Fig. 1: cell classes on the final placement
Scale bar: 20 um.
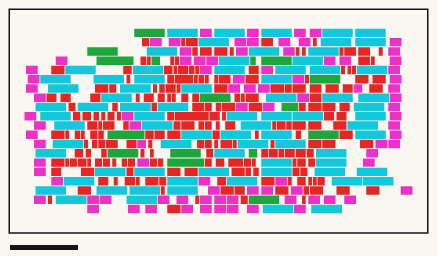
Fig. 2: wiring heat map
Scale bar: 20 um. The die is cut into 24 by 13 equal tiles; dark purple is low, yellow is high, scaled to the fullest tile. Values are wire area over tile area, all layers added.
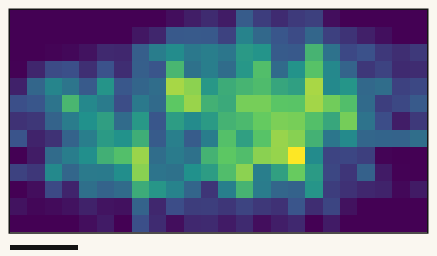
Fig. 3: cells by drive strength
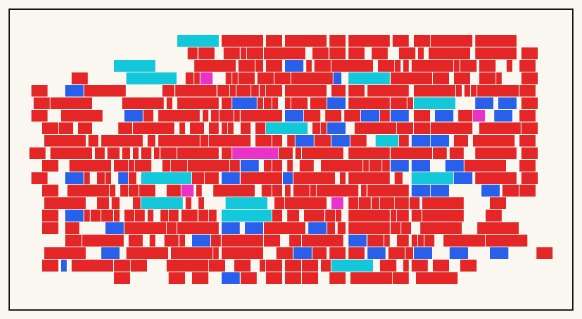
Fig. 4: port wiring
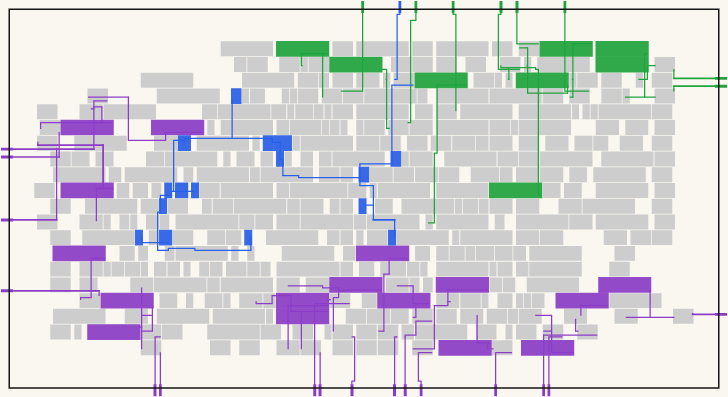
==> config.mk <==
export PLATFORM = sky130hd
export DESIGN_NAME = fetch_unit
export DESIGN_NICKNAME = d
export VERILOG_FILES = /design/src/rtl/fetch_unit.sv
export SDC_FILE = /design/constraint.sdc
export NUM_CORES = 1
export LEC_CHECK = 0
export CORE_ASPECT_RATIO = 0.5
export CORE_MARGIN = 4
export CORE_UTILIZATION = 53
export CTS_CLUSTER_DIAMETER = 80
export DETAILED_ROUTE_END_ITERATION = 10
export HOLD_SLACK_MARGIN = 0.08
export PLACE_DENSITY = 0.92
export SYNTH_ARGS = -nofsm -noshare
export SYNTH_HDL_FRONTEND = slang
export SYNTH_SLANG_ARGS = --single-unit
==> constraint.sdc <==
create_clock -name clk -period 5.2 [get_ports clk]
set_input_delay 1.04 -clock clk [delete_from_list [all_inputs] [get_ports clk]]
set_output_delay 1.04 -clock clk [all_outputs]
set_load 0.02 [all_outputs]
==> summary.rpt <==
===========================================================================
Total count of max-transition violations in the final report              0
Via count of the first global-routing pass                             3002
Largest driver fanout on the critical path                                7
Worst Hold Path Cells                                                     1
Number of distinct library cells after synthesis                         41
Ant diodes                                                                0
Most frequent cells after synthesis                            77 x dfrtp_1, 40 x mux2_2, 24 x nand2_1
Initial drt markers                                                     216
Ratio of cells with drive above 1 in the final layout                16.15%
Number of instances in the synthesized netlist                          298
Count of filler cells inserted in the layout                            406
Setup repair after global routing missed its margin                   false
Nets@finish                                                             415
CTS buffer count                                                          9
Mux frac, synth                                                      16.17%
Setup crit start kind                                            input port
Type of element capturing the critical path                       flip-flop
GP Congestion                                                        0.8418
Leading cell type by number of instances after synthesis            dfrtp_1
Warning count from the yosys run                                          0
Clock transition at the registers of the reported paths             0.06 ns
Simple-gate portion of the synthesized area                          13.06%
Count of buffers added by post-CTS timing repair for setup                0
Run status                                                     finished clean
Fmax                                                              275.1 MHz
Placed instance count                                                   462
Die boundary width                                                 122.4 um
Total number of vias                                                   2866
Synth Area in Adders                                                0.3609%
Final tally of setup violations                                           0
Data required time of the worst path                                5.43 ns
Worst clock skew                                                0.005031 ns
Arrival time of the worst setup path                                3.86 ns
Total overflow reported by the global router                              0
Area figure in the yosys stat output                              3467 um^2
Pre-CTS WS                                                         1.394 ns
Sequential-to-total area share from yosys stat                       55.58%
Post-synth net total                                                    328
Total die area                                                    7978 um^2
Log Warnings                                                             26
Worst Reg-to-Reg Cells                                                    5
Overall power after layout                                       0.002188 W
Static leakage                                                     1.967 nW
Yosys top cell by area                                              dfrtp_1
Post-placement cell area                                          4402 um^2
===========================================================================
About Fig. 1:
[magenta] remaining buffers and delay cells | cells: 88
[cyan] registers | cells: 77
[red] remaining logic cells | cells: 209
[green] clock drivers and dummy loads | cells: 16
Row Count: 20
final standard cell area without fillers: 4751 um^2
share of the core filled with cells in the final layout: 76.55%

About Fig. 2:
fullest tile: 0.65
emptiest ninth of the die: upper left
densest ninth of the die: center
nearly empty tiles: 16%
aggregate global-route resource usage: 25.80%
final routed wire length divided by cell count: 20.22 um

About Fig. 3:
[red] x1 and smaller | cells: 327 | share: 84%
[magenta] x3 and x4 | cells: 5 | share: 1.3%
[blue] x2 | cells: 45 | share: 12%
[cyan] x6 and larger | cells: 13 | share: 3.3%
non-clock buffer count in the final layout: 88
growth of design area from synthesis to finish: 37.03%
final worst setup slack: 1.565 ns

About Fig. 4:
[blue] redirect | bits: 1 | direction: input | edge: top | end cells: 16 | buffers: 1 | wire: 152 um
[green] data | bits: 8 | direction: output | edge: 6 top, 2 right | end cells: 8 | buffers: 8 | wire: 251 um
[purple] inst_pc | bits: 16 | direction: output | edge: 11 bottom, 4 left, 1 right | end cells: 16 | buffers: 16 | wire: 463 um
number of input and output port buffers inserted: 86
number of top-level pins: 87

-- where the power goes --
group          internal (W)  switching (W)  leakage (nW)
clock              0.000481       0.000254         0.165
sequential         0.000721      0.0000953         0.922
combinational      0.000320       0.000317         0.880
total               0.00152       0.000666          1.97
-- cell usage in the layout, fill, tap and decap left out, types with 3 or more instances in the layout --
cell,synthesis,routed
nor2_1,17,16
bufinv_16,0,3
clkdlybuf4s50_1,0,86
o21ai_0,9,9
a22o_1,14,14
and2_1,3,3
nand2_1,24,24
or4_1,4,4
nand3_1,8,8
clkbuf_16,0,9
mux2i_1,11,11
dfrtp_1,77,77
a21oi_1,6,6
mux2_2,40,40
or3_1,7,7
a31oi_1,12,12
nand4_1,5,5
o31ai_1,4,4
inv_1,17,16
-- critical path, stage by stage --
cell and delay (ns):
clkdlybuf4s50_1 0.57, nor4bb_1 0.91, nand2_1 0.43, a22o_1 0.34
mux2_2 0.29, mux2_2 0.27
-- cell type report --
class / instances / area, um^2 / share of cell area [%]
flip-flops and latches: 77 / 1927 / 40.56
multi-input cells: 192 / 1425 / 30.00
repair buffers: 88 / 875.8 / 18.44
clock buffers: 10 / 239.0 / 5.030
clock inverters: 6 / 110.1 / 2.318
well taps: 88 / 110.1 / 2.318
inverters: 17 / 63.81 / 1.343
-- per-layer routing --
metal | GRT usage (%) | vias up | part of all wire, %
met2 | 43.34 | 149 | 50
met3 | 7.051 | 31 | 7.4
met1 | 31.94 | 1433 | 39
met5 | 0 | - | 0
li1 | - | 1253 | -
met4 | 10.46 | 0 | 3.2
-- cells by family after synthesis --
logic type,count (synthesis)
compound gates,54
xor+xnor,2
fa+ha+maj,1
buf+inv,29
flops,77
mux,51
simple gates,84
No activity file was given, so power comes from the tool's default toggle rates.
